## src/rtl/uart_rx_fifo_if.sv

```systemverilog
// Byte-stream bundle between the Uart8 receiver, the rx FIFO and its consumer.
// slave is the FIFO's view; master is the receiver/consumer side.
interface uart_rx_fifo_if #(
    parameter int DEPTH = 16,
    parameter int AW    = $clog2(DEPTH)
);
    logic          rxDone;
    logic          rxErr;
    logic [7:0]    rxOut;
    logic          outValid;
    logic [7:0]    outByte;
    logic          outReady;
    logic [AW:0]   count;
    logic          full;
    logic          overflow;
    logic [7:0]    errCount;
    logic          clearFlags;

    modport slave (
        input  rxDone,
        input  rxErr,
        input  rxOut,
        input  outReady,
        input  clearFlags,
        output outValid,
        output outByte,
        output count,
        output full,
        output overflow,
        output errCount
    );

    modport master (
        output rxDone,
        output rxErr,
        output rxOut,
        output outReady,
        output clearFlags,
        input  outValid,
        input  outByte,
        input  count,
        input  full,
        input  overflow,
        input  errCount
    );
endinterface

```

## src/rtl/uart_rx_fifo.sv

```systemverilog
// First-word-fall-through byte FIFO behind the Uart8 receiver.
// Drops framing-error bytes (counted) and flags overflow when full.
module uart_rx_fifo #(
    parameter int DEPTH = 16,
    parameter int AW    = $clog2(DEPTH)
) (
    input  logic           clk,
    input  logic           reset,
    uart_rx_fifo_if.slave  bus
);
    logic [7:0]    mem_q [DEPTH];
    logic [AW-1:0] wr_ptr_q, wr_ptr_d;
    logic [AW-1:0] rd_ptr_q, rd_ptr_d;
    logic [AW:0]   count_q, count_d;
    logic          done_prev_q, done_prev_d;
    logic          overflow_q, overflow_d;
    logic [7:0]    err_cnt_q, err_cnt_d;

    logic push, pop, good, bad, wr_en, is_full;

    assign is_full = (count_q == (AW+1)'(DEPTH));
    assign push    = bus.rxDone & ~done_prev_q;
    assign pop     = (count_q != '0) & bus.outReady;
    assign good    = push & ~bus.rxErr;
    assign bad     = push & bus.rxErr;
    // A pop frees the slot being written, so full+pop still accepts.
    assign wr_en   = good & (~is_full | pop);

    always_comb begin
        done_prev_d = bus.rxDone;
        wr_ptr_d    = wr_ptr_q;
        rd_ptr_d    = rd_ptr_q;
        count_d     = count_q;
        overflow_d  = overflow_q;
        err_cnt_d   = err_cnt_q;
        if (wr_en)
            wr_ptr_d = wr_ptr_q + AW'(1);
        if (pop)
            rd_ptr_d = rd_ptr_q + AW'(1);
        if (wr_en && !pop)
            count_d = count_q + (AW+1)'(1);
        else if (pop && !wr_en)
            count_d = count_q - (AW+1)'(1);
        if (good && is_full && !pop)
            overflow_d = 1'b1;
        if (bad && err_cnt_q != 8'hFF)
            err_cnt_d = err_cnt_q + 8'd1;
        if (bus.clearFlags) begin
            overflow_d = 1'b0;
            err_cnt_d  = 8'd0;
        end
    end

    always_ff @(posedge clk or posedge reset) begin
        if (reset) begin
            done_prev_q <= 1'b1;
            wr_ptr_q    <= '0;
            rd_ptr_q    <= '0;
            count_q     <= '0;
            overflow_q  <= 1'b0;
            err_cnt_q   <= 8'd0;
        end else begin
            done_prev_q <= done_prev_d;
            wr_ptr_q    <= wr_ptr_d;
            rd_ptr_q    <= rd_ptr_d;
            count_q     <= count_d;
            overflow_q  <= overflow_d;
            err_cnt_q   <= err_cnt_d;
        end
    end

    // Storage is intentionally left out of reset.
    always_ff @(posedge clk) begin
        if (wr_en)
            mem_q[wr_ptr_q] <= bus.rxOut;
    end

    assign bus.outValid = (count_q != '0);
    assign bus.outByte  = mem_q[rd_ptr_q];
    assign bus.count    = count_q;
    assign bus.full     = is_full;
    assign bus.overflow = overflow_q;
    assign bus.errCount = err_cnt_q;
endmodule

```

## src/flat_wrapper.sv

```systemverilog
// flat-port wrapper written by rule: the top's interface ports become plain ports
module uart_rx_fifo_flat 
#(
    parameter int DEPTH = 16,
    parameter int AW    = $clog2(DEPTH)
)
  (clk, reset, bus_rxDone, bus_rxErr, bus_rxOut, bus_outReady, bus_clearFlags, bus_outValid, bus_outByte, bus_count, bus_full, bus_overflow, bus_errCount);
  uart_rx_fifo_if #(.DEPTH(DEPTH), .AW(AW)) bus_i ();
  input  logic clk;
  input  logic reset;
  input wire logic [$bits(bus_i.rxDone)-1:0] bus_rxDone;
  input wire logic [$bits(bus_i.rxErr)-1:0] bus_rxErr;
  input wire logic [$bits(bus_i.rxOut)-1:0] bus_rxOut;
  input wire logic [$bits(bus_i.outReady)-1:0] bus_outReady;
  input wire logic [$bits(bus_i.clearFlags)-1:0] bus_clearFlags;
  output wire logic [$bits(bus_i.outValid)-1:0] bus_outValid;
  output wire logic [$bits(bus_i.outByte)-1:0] bus_outByte;
  output wire logic [$bits(bus_i.count)-1:0] bus_count;
  output wire logic [$bits(bus_i.full)-1:0] bus_full;
  output wire logic [$bits(bus_i.overflow)-1:0] bus_overflow;
  output wire logic [$bits(bus_i.errCount)-1:0] bus_errCount;
  assign bus_i.rxDone = bus_rxDone;
  assign bus_i.rxErr = bus_rxErr;
  assign bus_i.rxOut = bus_rxOut;
  assign bus_i.outReady = bus_outReady;
  assign bus_i.clearFlags = bus_clearFlags;
  assign bus_outValid = bus_i.outValid;
  assign bus_outByte = bus_i.outByte;
  assign bus_count = bus_i.count;
  assign bus_full = bus_i.full;
  assign bus_overflow = bus_i.overflow;
  assign bus_errCount = bus_i.errCount;
  uart_rx_fifo #(.DEPTH(DEPTH), .AW(AW)) u_core (.clk(clk), .reset(reset), .bus(bus_i));
endmodule
```

## config.mk

```make
export PLATFORM = sky130hd
export DESIGN_NAME = uart_rx_fifo_flat
export DESIGN_NICKNAME = d
export VERILOG_FILES = /design/src/rtl/uart_rx_fifo_if.sv /design/src/rtl/uart_rx_fifo.sv /design/src/flat_wrapper.sv
export SDC_FILE = /design/constraint.sdc
export NUM_CORES = 1
export LEC_CHECK = 0
export ABC_AREA = 1
export CAP_MARGIN = 20
export CORE_UTILIZATION = 45
export DETAILED_ROUTE_END_ITERATION = 6
export DONT_BUFFER_PORTS = 1
export PLACE_DENSITY_LB_ADDON = 0.1
export SETUP_SLACK_MARGIN = 0.4
export SLEW_MARGIN = 20
export SYNTH_ARGS = -nofsm -noshare
export SYNTH_HDL_FRONTEND = slang
export SYNTH_SLANG_ARGS = --single-unit
```

## constraint.sdc

```tcl
create_clock -name clk -period 2.6 [get_ports clk]
set_input_delay 0.52 -clock clk [delete_from_list [all_inputs] [get_ports clk]]
set_output_delay 0.52 -clock clk [all_outputs]
set_load 0.02 [all_outputs]
```

==> out/results.ini, run 1 <==
[synthesis]
area_leaders = edfxtp_1 (57%), nand2_1 (9.9%), dfrtp_1 (8.2%), nor2_1 (4.3%), nand3_1 (3.9%)
ys_async_sr_fraction_pct = 15.2
edf_count = 128
adder_share_pct = 2.16
ys_seq_elements = 151
ys.flop_type = edfxtp_1
topCombFamilyByArea = simple AND/OR/NAND/NOR gates
synth_cell_types = 35
ys_cells = 629
postSynthSeqShare_pct = 65.8
synth_cells = 629
synth-xor-area-share_pct = 0.912
synth.cellmix.compoundShare_pct = 5.79
top_cell_area_share_pct = 57.2

[floorplanning]
num_rows = 44
num_io_pins = 38
die_area_sq_um = 15400

[grt]
use_met1_pct = 29.1
grtUsageMet2_pct = 35.2
grt_remaining_overflow = 0
grt_use_total_pct = 22.0
antenna_found_initial = 0

[placed_design]
dp_hpwl_um = 9250
io_buffers = 0
gp_congestion = 0.731
placed_cells = 798
post_dp_cell_area_sq_um = 6960

[drt]
drc = 0
detail-route-antenna-nets = 0
via_per_inst = 5.46
wl_um = 17600

[power_and_ir_drop]
vdd_drop_max_mv = 0.611
cellLeakagePower_nw = 3.14

[finish]
inverters_excl_clock = 46
design_area_sq_um = 8280
layout-drive-gt1-share_pct = 26.0
seqCellArea_sq_um = 4430
mostFrequentLayoutCells = nand2_1 (157), edfxtp_1 (128), nand3_1 (50), nor2_1 (40), inv_1 (36)
seq-cell-share_pct = 53.5
nets = 688
top_area_cell_class = flip-flops and latches
num_antenna_cells = 0

[critical_path]
worst-path-buf-inv = 2
cp-start-kind = flip-flop
crit_path_end = bus_outByte[5]
critPathArrivalTime_ns = 1.84
startpoint = u_core.rd_ptr_q[0]
cp_num_cells = 8

[clock_network]
cts-root-buf = clkbuf_16
cts_tree = yes

[timing]
fmax_mhz = 423
setup_ws_ns = 0.235
drv_slew = 0

[flow_run]
openroad.warnings = 32

[run_status]
outcome = finished clean

[min_path]
hold_path_class = in -> async

==> run 1: repair_timing <==
item / 4_1_cts / 5_1_grt
buffers inserted: 13 / 3
gates resized: 36 / 63
setup endpoints to repair: 43 / 106
hold endpoints to repair: 0 / 0
pin swaps: 9 / 37
gates cloned: 4 / 10
==> run 1: power by group <==
group | switching (mW) | internal (mW) | total (mW)
logic | 2.32 | 1.50 | 3.82
registers | 0.224 | 2.79 | 3.01
clock network | 0.944 | 1.59 | 2.53
total | 3.49 | 5.87 | 9.36
==> run 1: registers in the layout (all words and copies together) (netlist names) <==
signal and cells:
u_core.bus.errCount 8, u_core.mem_q 128, u_core.done_prev_q 1, u_core.wr_ptr_q 4, u_core.bus.overflow 1, u_core.rd_ptr_q 4
u_core.bus.count 5
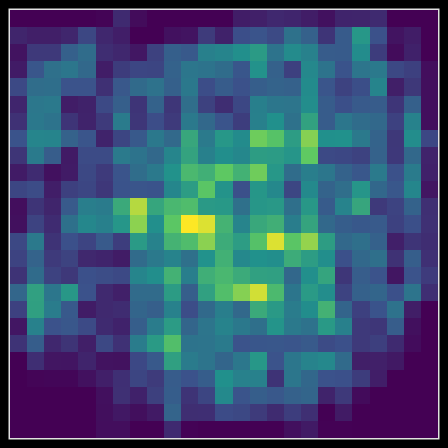
(run_1/metal_density.png)
The die is cut into 25 by 25 equal tiles; dark purple is low, yellow is high, scaled to the fullest tile. Values are wire area over tile area, all layers added.
The fullest tile reaches 0.65. The densest ninth of the die: middle. The emptiest ninth of the die: bottom left. The mean over all tiles is 0.18. 11% of the tiles are nearly empty. 14% of the tiles are over half the peak.

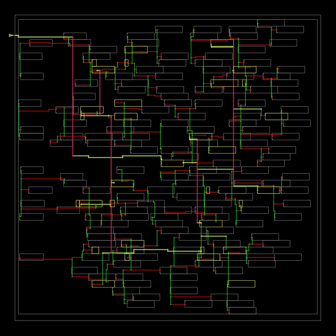
(run_1/clocks.png)
clock group power: 2.53 mW
TritonCTS Buffers: 17
clock latency on the worst-skew pair: 0.43 ns
Clock Sinks: 151
clock skew: 0.00901 ns

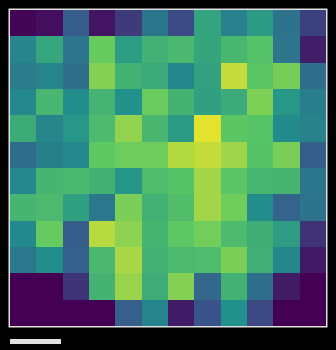
(run_1/cell_density.png)
Scale bar: 20 um. The die is cut into 12 by 12 equal tiles; dark purple is low, yellow is high, 0 to 100% covered.
18% of the tiles are over 75% full. The fullest tile reaches 96%. 6.9% of the tiles are nearly empty. The densest ninth of the die: middle. The mean over all tiles is 52%.

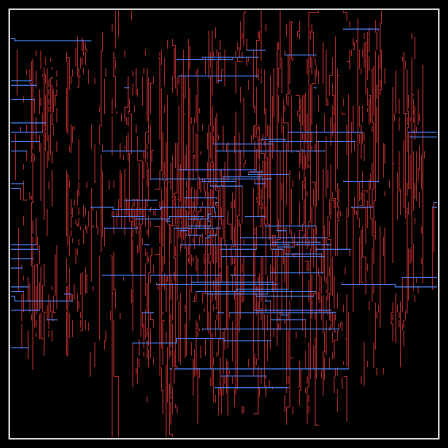
(run_1/wires.png)
Only two layers are drawn.
metal 2: in red, wire length 8510 um. metal 3: in blue, wire length 1270 um.

==> run_1/flops_by_reg.png <==
Scale bar: 20 um. Other sequential cells in the stronger grey, the rest of the logic in the fainter grey.
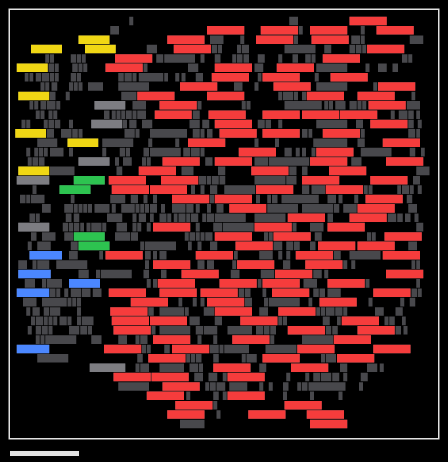

==> run 2, diff against run 1 <==
--- a/config.mk
+++ b/config.mk
@@ -10,6 +10,7 @@
 export CORE_UTILIZATION = 45
 export DETAILED_ROUTE_END_ITERATION = 6
 export DONT_BUFFER_PORTS = 1
+export GPL_TIMING_DRIVEN = 0
 export PLACE_DENSITY_LB_ADDON = 0.1
 export SETUP_SLACK_MARGIN = 0.4
 export SLEW_MARGIN = 20
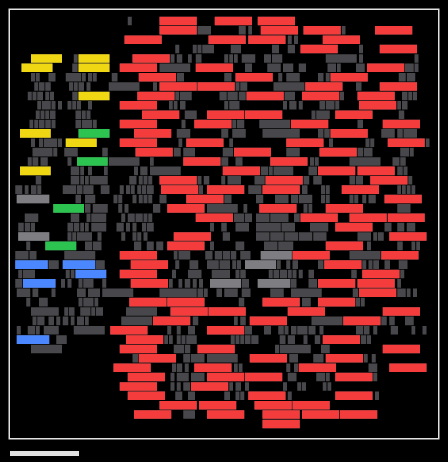
(run_2/flops_by_reg.png)
Scale bar: 20 um. Other sequential cells in the stronger grey, the rest of the logic in the fainter grey.
u_core.bus.count: in blue, sequential cells 5. u_core.wr_ptr_q: in green, sequential cells 4, where left middle. u_core.mem_q: in red, sequential cells 128. u_core.bus.errCount: in yellow, sequential cells 8, where top left.

==> out/results.ini, run 2 <==
[synthesis]
edf_count = 128  ; unchanged
synth.cellmix.compoundShare_pct = 5.79  ; unchanged
postSynthSeqShare_pct = 65.8  ; unchanged
ys.flop_type = edfxtp_1
synth_cells = 629  ; unchanged
topCombFamilyByArea = simple AND/OR/NAND/NOR gates
adder_share_pct = 2.16  ; unchanged

[drt]
wl_um = 15300  ; -13%
drc = 0  ; unchanged
detail-route-antenna-nets = 0  ; unchanged

[power_and_ir_drop]
clk-power_mw = 2.29  ; -9.5%
pwr-share-seq_pct = 33.8  ; +1.6 points
switching_share_pct = 38.0  ; +0.70 points
pwr-share-comb_pct = 40.2  ; -0.6 points
internal-power_mw = 5.46  ; -6.9%
comb-power_mw = 3.55  ; -7.1%
p_seq_mw = 2.98  ; about the same
power.share.clock_pct = 26.0  ; -1.0 points
p_switching_mw = 3.35  ; -4.1%
cellLeakagePower_nw = 3.06  ; -2.4%

[clock_network]
cts-root-buf = clkbuf_16
clock_latency_ns = 0.43  ; about the same
post_cts_buffers = 8  ; -5
post_cts_resized = 74  ; +110%
cts_buffers = 17  ; unchanged
numClockSinks = 151  ; unchanged

[finish]
layout-drive-gt1-share_pct = 28.3  ; +2.3 points
largest_reg_flops = 128  ; unchanged
largest_register = u_core.mem_q
top_area_cell_class = flip-flops and latches

[run_status]
outcome = finished clean

[placed_design]
io_buffers = 0  ; unchanged
placed_cells = 813  ; +1.9%
gp_congestion = 0.758  ; +3.7%

[critical_path]
cp-start-kind = flip-flop
crit_path_end = bus_outByte[5]
worst-path-buf-inv = 3  ; +1

[floorplanning]
num_io_pins = 38  ; unchanged
num_rows = 44  ; unchanged
die_area_sq_um = 15400  ; unchanged

[timing]
clock_skew_ns = 0.0115  ; +0.00252 ns

[grt]
grt_remaining_overflow = 0  ; unchanged
antenna_found_initial = 0  ; unchanged

[run 2: routing by layer]
| layer | up-vias | part of all wire (%) | GRT usage, % |
|---|---|---|---|
| met4 | 0 | 1.9 | 8.93 |
| met1 | 2100 | 44 | 26.6 |
| met3 | 17 | 4.5 | 5.00 |
| met2 | 97 | 50 | 34.0 |
| li1 | 2185 | - | - |
| met5 | - | 0 | 0 |
[run 2: stage by stage]
step / utilization, % / hold slack (ns) / worst slack [ns] / area, sq um
4_1_cts: 53.9 / 0.0736 / 0.321 / 7840
3_5_place_dp: 48.3 / 0.510 / 0.196 / 7010
2_1_floorplan: - / 0.481 / 0.363 / 6780
5_1_grt: 55.8 / 0.0704 / 0.228 / 8110
3_3_place_gp: 48.3 / 0.502 / 0.219 / 7010
6_report: 55.8 / 0.0851 / 0.297 / 8110
==> run_2/cell_density.png <==
Scale bar: 20 um. The die is cut into 12 by 12 equal tiles; dark purple is low, yellow is high, 0 to 100% covered.
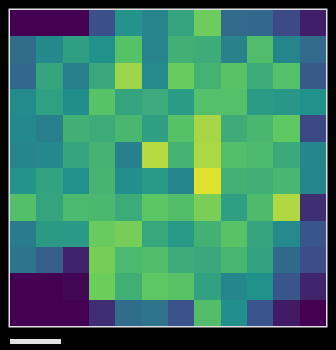

==> run 3, diff against run 2 <==
--- a/config.mk
+++ b/config.mk
@@ -7,13 +7,13 @@
 export LEC_CHECK = 0
 export ABC_AREA = 1
 export CAP_MARGIN = 20
-export CORE_UTILIZATION = 45
+export CORE_UTILIZATION = 60
+export CTS_CLUSTER_SIZE = 10
 export DETAILED_ROUTE_END_ITERATION = 6
 export DONT_BUFFER_PORTS = 1
 export GPL_TIMING_DRIVEN = 0
 export PLACE_DENSITY_LB_ADDON = 0.1
 export SETUP_SLACK_MARGIN = 0.4
-export SLEW_MARGIN = 20
 export SYNTH_ARGS = -nofsm -noshare
 export SYNTH_HDL_FRONTEND = slang
 export SYNTH_SLANG_ARGS = --single-unit
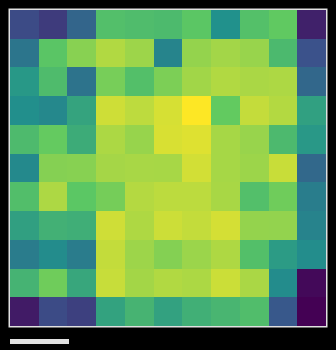
(run_3/cell_density.png)
Scale bar: 20 um. The die is cut into 11 by 11 equal tiles; dark purple is low, yellow is high, 0 to 100% covered.
Core ar.: 10900 sq um
fp_density: 61.7%

==> out/results.ini, run 3 <==
[power_and_ir_drop]
comb-power_mw = 3.73  ; +5%
power.share.clock_pct = 26.6  ; +0.6 points
p_total_mw = 9.14
switching_share_pct = 38.2  ; +0.23 points
clk-power_mw = 2.43  ; +6%
p_seq_mw = 2.98  ; about the same
p_switching_mw = 3.49  ; +4.3%
internal-power_mw = 5.65  ; +3.3%
pwr-share-seq_pct = 32.6  ; -1.2 points
vdd_drop_max_mv = 0.679
pwr-share-comb_pct = 40.8  ; +0.6 points
cellLeakagePower_nw = 3.12  ; +1.7%

[clock_network]
post_cts_resized = 102  ; +38%
clock_latency_ns = 0.53  ; +0.10 ns
post_cts_buffers = 11  ; +3
numClockSinks = 151  ; unchanged
cts-htree-levels = 4
cts_buffers = 17  ; unchanged
cts_tree = yes
cts-root-buf = clkbuf_8
ctsHoldBuffers = 1
path_clk_slew_ns = 0.06

[finish]
clock_area_share_pct = 7.20
inverters_excl_clock = 45
design_area_sq_um = 8180  ; +0.89%
top_area_cell_class = flip-flops and latches
syn2layout_area_growth_pct = 21.7
bufAreaShareNonClock_pct = 5.05
layout_top_cell = nand2_1
largest_reg_flops = 128  ; unchanged
utilization_pct = 75.1  ; +19 points
comb_cells = 409
nets = 691
largest_register = u_core.mem_q
layout-drive-gt1-share_pct = 30.6  ; +2.3 points

[critical_path]
max_stage_delay_ns = 0.41
r2r-start = u_core.bus.count[0]
cp-start-kind = flip-flop
crit_path_end_kind = output pin
worst-path-buf-inv = 3  ; unchanged
critPathArrivalTime_ns = 1.90
critical-path-slowest-cell = dfrtp_1

[synthesis]
ys_warn_count = 0
simple_gate_area_share_pct = 20.8
ys_seq_elements = 151
area_leaders = edfxtp_1 (57%), nand2_1 (9.9%), dfrtp_1 (8.2%), nor2_1 (4.3%), nand3_1 (3.9%)
synth.cellmix.compoundShare_pct = 5.79  ; unchanged
topCombFamilyByArea = simple AND/OR/NAND/NOR gates
ys.flop_type = edfxtp_1
postSynthSeqShare_pct = 65.8  ; unchanged
ys_async_sr_fraction_pct = 15.2
adder_share_pct = 2.16  ; unchanged
ys_chip_area_sq_um = 6720
synth_cells = 629  ; unchanged
fp_nets = 654
edf_count = 128  ; unchanged

[placed_design]
io_buffers = 0  ; unchanged
pre_cts_ws_ns = 0.174  ; -0.0218 ns
post_dp_cell_area_sq_um = 6960  ; -0.78%
dp_hpwl_um = 9700
placed_cells = 769  ; -5.4%
gp_congestion = 0.854  ; +13%

[drt]
drt_pre_antenna_iters = 4
wl_per_cell_um = 19.0
wl_um = 15500  ; +1.4%
detail-route-antenna-nets = 0  ; unchanged
drc = 0  ; unchanged

[grt]
grt_pass1_vias = 4561
grt_remaining_overflow = 0  ; unchanged
antenna_found_initial = 0  ; unchanged
grt_start_max_net_pins = 24

[flow_run]
openroad.warnings = 32
maxCapViolations = 0

[floorplanning]
num_rows = 38  ; -14%
chipWidth_um = 108
num_io_pins = 38  ; unchanged
die_area_sq_um = 11600  ; -25%

[timing]
setup_ws_ns = 0.180  ; -0.116 ns
clock_skew_ns = 0.00820  ; -0.00333 ns
finalCriticalPeriod_ns = 2.42
fmax_mhz = 413
hold_viol = 0
worst_pin_slew_ns = 0.945
hold-worst-slack_ns = 0.0415  ; -0.0436 ns

[run_status]
outcome = finished clean

[run 3: cell counts after synthesis]
Identical to the previous run, type by type.
[run 3: routing by layer]
| metal | global-route usage [%] | wire (um) |
|---|---|---|
| met5 | 0 | 0 |
| met4 | 12.6 | 409 |
| met1 | 35.1 | 6530 |
| met3 | 7.57 | 771 |
| met2 | 46.2 | 7810 |
[run 3: path summary, 6_finish.rpt]
kind                                        to  slack [ns]  cells past startpoint
max reg2reg                u_core.bus.count[4]        0.36                     15
min reg2reg                 u_core.wr_ptr_q[1]        0.57                      2
max                             bus_outByte[2]        0.18                      9
min                        u_core.bus.overflow        0.04                      1
max in group asynchronous  u_core.bus.count[2]        1.87                      1
min in group asynchronous  u_core.bus.overflow        0.09                      1
No activity file was given, so power comes from the tool's default toggle rates.
